Fig. 1: register map, names as in the netlist
Scale bar: 200 um.
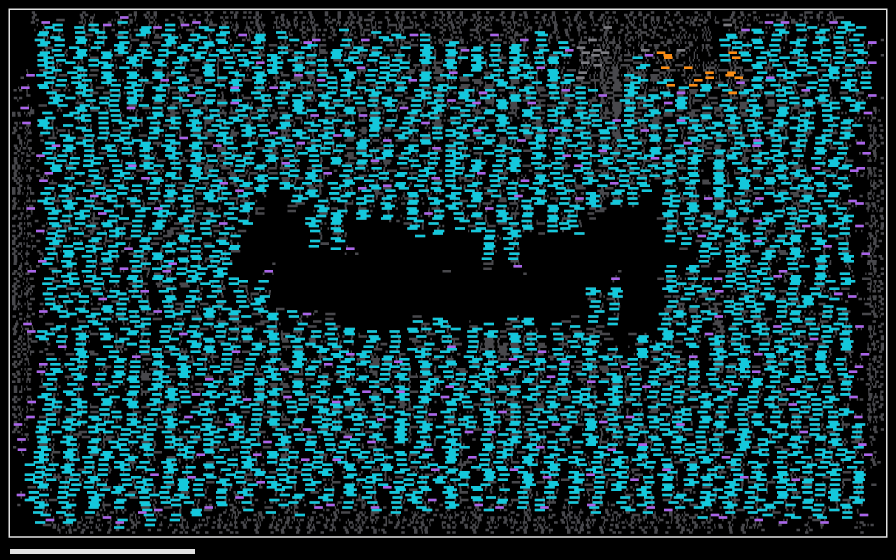
Fig. 2: pin placement
Pins as bars across the die edge, other pins in gray.
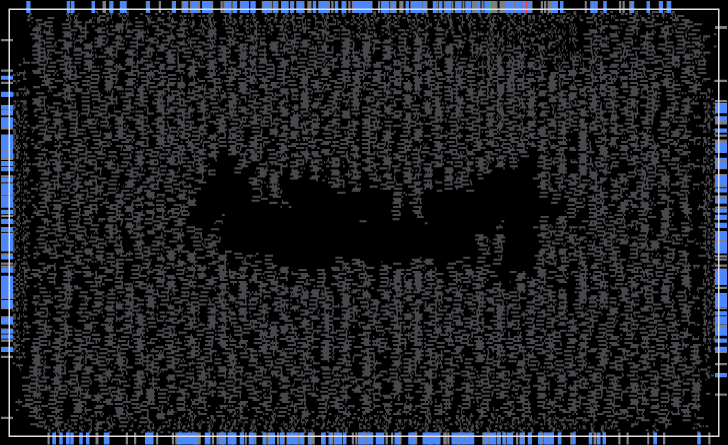
Fig. 3: clock routing
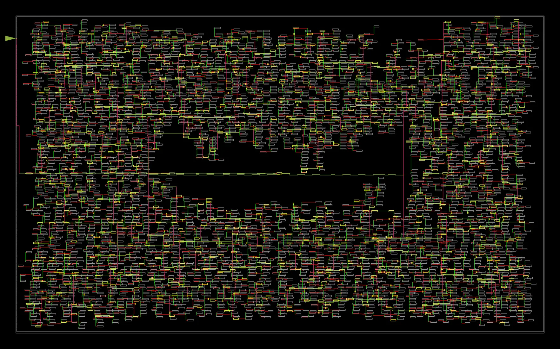
Fig. 4: signal wires by layer
Two of the layers only.
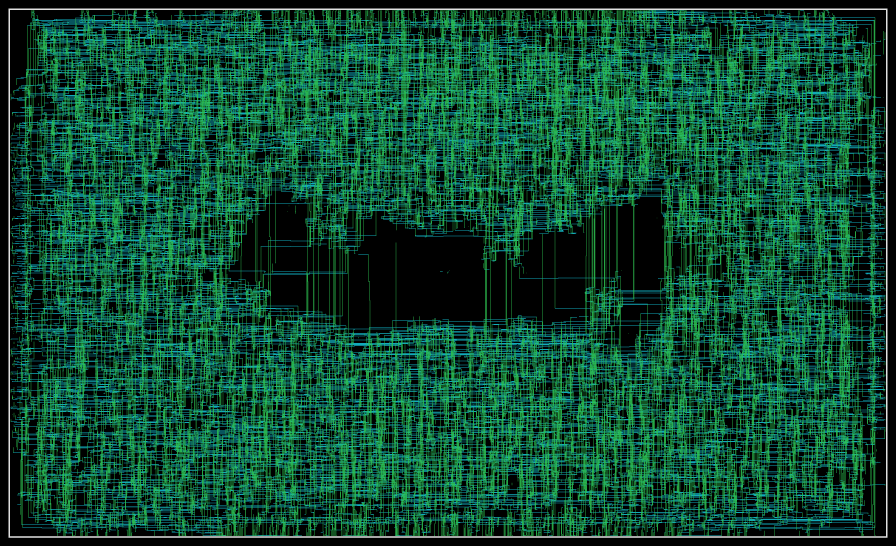
### src/rtl/mcse_secure_mem_ctrl.sv
// Multi-channel secure memory controller: round-robin arbitration of NUM_CH clients onto one
// word array, with sticky per-word locks, lifecycle-gated secret reads and a zeroize sequencer.
module mcse_secure_mem_ctrl #(
  parameter int         NUM_CH      = 3,
  parameter int         WIDTH       = 256,
  parameter int         LENGTH      = 16,
  parameter int         SECRET_BASE = 8,
  parameter logic [2:0] LC_DEBUG    = 3'd4,
  localparam int        AW          = (LENGTH > 1) ? $clog2(LENGTH) : 1,
  localparam int        CW          = (NUM_CH > 1) ? $clog2(NUM_CH) : 1
) (
  input  logic                    clk,
  input  logic                    rst,
  input  logic [NUM_CH-1:0]       ch_req,
  input  logic [NUM_CH-1:0]       ch_we,
  input  logic [NUM_CH-1:0]       ch_lock,
  input  logic [NUM_CH*AW-1:0]    ch_addr,
  input  logic [NUM_CH*WIDTH-1:0] ch_wdata,
  output logic [NUM_CH-1:0]       ch_gnt,
  input  logic [2:0]              lc_state,
  input  logic                    zeroize,
  output logic [WIDTH-1:0]        rd_data,
  output logic                    rd_valid,
  output logic [CW-1:0]           rsp_ch,
  output logic                    err,
  output logic [1:0]              err_code,
  output logic                    busy,
  output logic                    zero_done
);

  localparam int             CW1         = CW + 1;
  localparam logic [AW-1:0]  LAST_WORD   = AW'(LENGTH - 1);
  localparam logic [1:0]     CODE_RANGE  = 2'b00;
  localparam logic [1:0]     CODE_LOCKED = 2'b01;
  localparam logic [1:0]     CODE_DEBUG  = 2'b10;
  localparam logic [1:0]     CODE_PRIV   = 2'b11;

  typedef enum logic {IDLE = 1'b0, ZERO = 1'b1} state_t;

  state_t              state_r, state_s;
  logic [AW-1:0]       zcnt_r, zcnt_s;
  logic [CW-1:0]       rr_r;
  logic [LENGTH-1:0]   lock_r;
  logic [WIDTH-1:0]    mem_r [LENGTH];

  logic                gnt_valid_s;
  logic [CW-1:0]       gnt_idx_s;
  logic [NUM_CH-1:0]   gnt_s;
  logic [CW:0]         sum_s;
  logic [CW-1:0]       cand_s;

  logic [AW-1:0]       sel_addr_s;
  logic                sel_we_s;
  logic                sel_lock_s;
  logic [WIDTH-1:0]    sel_wdata_s;
  logic [31:0]         addr_ext_s;
  logic                acc_err_s;
  logic [1:0]          acc_code_s;
  logic                zero_last_s;

  assign ch_gnt      = gnt_s;
  assign zero_last_s = (state_r == ZERO) && (zcnt_r == LAST_WORD);

  // Round-robin grant: first requester at or after rr_r; none while erasing or zeroize is raised.
  always_comb begin
    gnt_valid_s = 1'b0;
    gnt_idx_s   = '0;
    gnt_s       = '0;
    sum_s       = '0;
    cand_s      = '0;
    if (rst && (state_r == IDLE) && !zeroize) begin
      for (int i = 0; i < NUM_CH; i++) begin
        sum_s = {1'b0, rr_r} + CW1'(i);
        if (sum_s >= CW1'(NUM_CH)) begin
          sum_s = sum_s - CW1'(NUM_CH);
        end else begin
          sum_s = sum_s;
        end
        cand_s = sum_s[CW-1:0];
        if (!gnt_valid_s && ch_req[cand_s]) begin
          gnt_valid_s    = 1'b1;
          gnt_idx_s      = cand_s;
          gnt_s[cand_s]  = 1'b1;
        end else begin
          gnt_valid_s = gnt_valid_s;
        end
      end
    end else begin
      gnt_valid_s = 1'b0;
    end
  end

  // Route the granted channel's request fields.
  always_comb begin
    sel_addr_s  = '0;
    sel_we_s    = 1'b0;
    sel_lock_s  = 1'b0;
    sel_wdata_s = '0;
    for (int i = 0; i < NUM_CH; i++) begin
      if (gnt_idx_s == CW'(i)) begin
        sel_addr_s  = ch_addr[i*AW +: AW];
        sel_we_s    = ch_we[i];
        sel_lock_s  = ch_lock[i];
        sel_wdata_s = ch_wdata[i*WIDTH +: WIDTH];
      end else begin
        sel_we_s = sel_we_s;
      end
    end
  end

  // Access checks in priority order: range, privilege, lock, debug denial.
  always_comb begin
    addr_ext_s = 32'(sel_addr_s);
    acc_err_s  = 1'b0;
    acc_code_s = CODE_RANGE;
    if (addr_ext_s >= 32'(LENGTH)) begin
      acc_err_s  = 1'b1;
      acc_code_s = CODE_RANGE;
    end else if (sel_lock_s) begin
      if (gnt_idx_s != CW'(0)) begin
        acc_err_s  = 1'b1;
        acc_code_s = CODE_PRIV;
      end else begin
        acc_err_s = 1'b0;
      end
    end else if (sel_we_s) begin
      if (lock_r[sel_addr_s]) begin
        acc_err_s  = 1'b1;
        acc_code_s = CODE_LOCKED;
      end else begin
        acc_err_s = 1'b0;
      end
    end else if ((lc_state == LC_DEBUG) && (addr_ext_s >= 32'(SECRET_BASE))) begin
      acc_err_s  = 1'b1;
      acc_code_s = CODE_DEBUG;
    end else begin
      acc_err_s = 1'b0;
    end
  end

  // Next-state logic for the idle/erase sequencer.
  always_comb begin
    state_s = state_r;
    zcnt_s  = zcnt_r;
    case (state_r)
      IDLE: begin
        zcnt_s = '0;
        if (zeroize) begin
          state_s = ZERO;
        end else begin
          state_s = IDLE;
        end
      end
      ZERO: begin
        if (zcnt_r == LAST_WORD) begin
          state_s = IDLE;
          zcnt_s  = '0;
        end else begin
          zcnt_s  = zcnt_r + AW'(1);
        end
      end
      default: begin
        state_s = IDLE;
        zcnt_s  = '0;
      end
    endcase
  end

  // Control state, lock bits and registered responses.
  always_ff @(posedge clk or negedge rst) begin
    if (!rst) begin
      state_r   <= IDLE;
      zcnt_r    <= '0;
      rr_r      <= '0;
      lock_r    <= '0;
      rd_data   <= '0;
      rd_valid  <= 1'b0;
      rsp_ch    <= '0;
      err       <= 1'b0;
      err_code  <= 2'b00;
      busy      <= 1'b0;
      zero_done <= 1'b0;
    end else begin
      state_r   <= state_s;
      zcnt_r    <= zcnt_s;
      busy      <= (state_s == ZERO);
      zero_done <= zero_last_s;
      rd_valid  <= 1'b0;
      err       <= 1'b0;
      if (zero_last_s) begin
        lock_r <= '0;
      end else if (gnt_valid_s && !acc_err_s && sel_lock_s) begin
        lock_r[sel_addr_s] <= 1'b1;
      end
      if (gnt_valid_s) begin
        rr_r <= (gnt_idx_s == CW'(NUM_CH - 1)) ? CW'(0) : gnt_idx_s + CW'(1);
        if (acc_err_s) begin
          err      <= 1'b1;
          err_code <= acc_code_s;
          rsp_ch   <= gnt_idx_s;
          rd_data  <= '0;
        end else if (!sel_we_s && !sel_lock_s) begin
          rd_valid <= 1'b1;
          rd_data  <= mem_r[sel_addr_s];
          rsp_ch   <= gnt_idx_s;
        end
      end
    end
  end

  // Array storage; contents intentionally survive reset, so an aborted erase leaves later words intact.
  always_ff @(posedge clk) begin
    if (state_r == ZERO) begin
      mem_r[zcnt_r] <= '0;
    end else if (gnt_valid_s && !acc_err_s && sel_we_s && !sel_lock_s) begin
      mem_r[sel_addr_s] <= sel_wdata_s;
    end
  end

endmodule

### config.mk
export PLATFORM = sky130hd
export DESIGN_NAME = mcse_secure_mem_ctrl
export DESIGN_NICKNAME = d
export VERILOG_FILES = /design/src/rtl/mcse_secure_mem_ctrl.sv
export SDC_FILE = /design/constraint.sdc
export NUM_CORES = 2
export LEC_CHECK = 0
export ABC_AREA = 1
export CAP_MARGIN = 0
export CELL_PAD_IN_SITES_DETAIL_PLACEMENT = 2
export CELL_PAD_IN_SITES_GLOBAL_PLACEMENT = 2
export CORE_ASPECT_RATIO = 0.6
export CORE_UTILIZATION = 30
export CTS_CLUSTER_SIZE = 8
export DETAILED_ROUTE_END_ITERATION = 10
export GPL_TIMING_DRIVEN = 0
export PLACE_DENSITY_LB_ADDON = 0.1
export REMOVE_ABC_BUFFERS = 1
export SLEW_MARGIN = 20
export SYNTH_ARGS = -nofsm -noshare
export SYNTH_HDL_FRONTEND = slang
export SYNTH_SLANG_ARGS = --single-unit
### constraint.sdc
create_clock -name clk -period 16.2 [get_ports clk]
set_input_delay 3.24 -clock clk [delete_from_list [all_inputs] [get_ports clk]]
set_output_delay 3.24 -clock clk [all_outputs]
set_load 0.01 [all_outputs]
==> flow_summary.toml <==
# flow metrics
[run_status]
status = "finished, final reports clean"

[final_timing]
fin_skew_ns = 0.0532
timing.hold.ws_ns = 0.489
setup_violations = 0
tightest_slew_ns = 0.994
rsz0062_at_grt = "no"
relSlewSlack = 0.335
fin_crit_sh = 0.644
period_needed_ns = 10.44
timing.fmax_mhz = 95.8
finalSetupTns_ns = 0
slew_violations = 0
setup_ws_ns = 5.76
finalHoldViolations = 0

[pwr]
power.group.top = "sequential cells"
ir_drop_mv = 0.107
p_clk_frac = 0.354
p_int_mw = 24.4
p_switching_mw = 10.0
seq_cell_power_mw = 15.1
p_seq_frac = 0.439
pwr-share-comb = 0.206
finalPower_mw = 34.4
pwr_density_cell_mw_per_mm2 = 163
powerComb_mw = 7.11
p_leak_nw = 69.6
p_sw_frac = 0.292
clk-power_mw = 12.2

[cells_and_area]
logic_gate_count = 5116
final_nets = 12600
largest_registers = "mem_r (4096), rd_data (256), lock_r (16)"
final-nonclk-buf-share = 0.116
drive_gt1_frac = 0.132
num_antenna_cells = 5
flop_area_sq_mm = 0.130
n_fill_cell = 51600
nonClockBufferCount = 1672
largest_reg_flops = 4096
final_util = 0.395
top_register = "mem_r"
final_cell_area_sq_mm = 0.211
final_cell_mix = "edfxtp_1 (4096), o22ai_1 (2041), nand2_1 (1111)"
syn2layout_area_growth_pct = 31.0
dominant_cells = "sequential cells"
logic_area_sq_mm = 0.0294
seq_share = 0.616
final-clk-cell-share = 0.0854
final_common_cell = "edfxtp_1"
instances_no_fill = 19400
comb_area_frac = 0.139
num-nonclk-inverters = 41

[global_route]
first_global_vias = 115000
grt_overflow = 0
grt_usage = 0.216
antenna_found_initial = 5
grt_pass1_wl_mm = 854
grt_max_degree = 96

[die]
die_h_um = 570
fp_util = 0.301
die_x_um = 948
die_area_sq_mm = 0.540
io_pins = 1062
core_sq_mm = 0.535
n_tap_cell = 7140

[run]
maxCapViolCount = 0
warning_count = 34

[cts]
ctsHtreeMaxLevel = 6
ctsLongestPathBuffers = 4
post_cts_buffers = 0
cts_tree = "yes"
hold_buffers = 0
root_buffer = "clkbuf_16"
cts_sinks = 4382
post_cts_resized = 0

[route]
vias = 104000
wire_per_inst_um = 30.8
ant_nets = 0
routed_wl_mm = 599
viasPerCell = 5.36
drc_errors = 0
firstDrtPassIters = 5

[synth]
synth_cells = 10300
ys.flops = 4382
area_leaders = "edfxtp_1 (76%), o22ai_1 (7.9%), dfrtp_1 (4.4%)"
top_area_frac = 0.763
async_reset_ff_frac = 0.0653
top_cell = "edfxtp_1"
synth_top_flop_cell = "edfxtp_1"
edf_count = 4096
common_cells = "edfxtp_1 (4096), o22ai_1 (2041), nand2_1 (1114)"
ys_cells = 10300
yosysWarnings = 0
ys_area_sq_mm = 0.161
syn_area_per_cell_sq_um = 15.7
netlist.top_cell.by_area = "edfxtp_1"
ys_types = 35

[critical_path]
cp-end-kind = "flip-flop"
crit_path_frequent_cell = "buf_16"
setup.worst_path.start_class = "input port"
cp_data_required_time_ns = 16.93
crit_arrival_ns = 11.17
r2r_slack_ns = 8.43
worst_path_max_delay_cell = "nor2_4"
crit_fanout = 77
reg2reg_from = "rr_r[1]"
critPathMaxStageDelay_ns = 0.65
crit_type = "input port to flip-flop"
r2r_end = "mem_r[4][184]"
r2r_cells = 31
crit_path_start = "rst"

[placed_design]
dp_cells = 18400
place_area_sq_mm = 0.193
numPortBuffers = 1061
place_hpwl_mm = 377
place_congestion = 0.684
dp_slack_ns = 4.56

[worst_hold_path]
min_to = "rd_data[24]"
worst_hold_path_type = "flip-flop to flip-flop"
hold_depth = 2
hp-start = "rd_data[24]"
About Fig. 1:
color	signal	flops	where
orange	lock_r	16	top right
purple	rd_data	256	all over the die
cyan	mem_r	4096	all over the die

About Fig. 2:
color	port	pins	direction	edge
green	err_code	2	output	top
red	ch_req	3	input	top
blue	ch_wdata	768	input	268 bottom, 251 top, 135 left, 114 right
all pins by edge	372 top, 353 bottom, 175 left, 162 right

About Fig. 3:
CTS Buf Count: 618
clkbuf count: 1005
flop count: 4382

About Fig. 4:
color	layer	wire length
green	metal 2	304 mm
cyan	metal 1	262 mm

[per-layer routing]
layer | vias to the layer above | track usage | wire length (um)
met4 | 0 | 0.0447 | 11900
met5 | - | 0 | 0
met3 | 678 | 0.0271 | 20700
li1 | 44700 | - | -
met1 | 56600 | 0.282 | 262000
met2 | 2043 | 0.384 | 304000
[logic make-up (layout without fill, tap and decap cells)]
logic type,count (synthesis),after routing,synth area share
flip-flops,4382,4382,0.807
AND-OR/OR-AND,3643,3643,0.132
AND/OR/NAND/NOR,1468,1468,0.0395
buffers and inverters,780,2770,0.0210
adder cells (fa/ha/maj),5,5,0.000388
other,0,5,0
[worst max-delay path: cells and delay by family]
kind            cells  cell delay (ns)
buf+inv            15             3.76
compound gates      2             0.58
simple gates       11             3.09
Power is estimated from default activity; no workload was simulated.
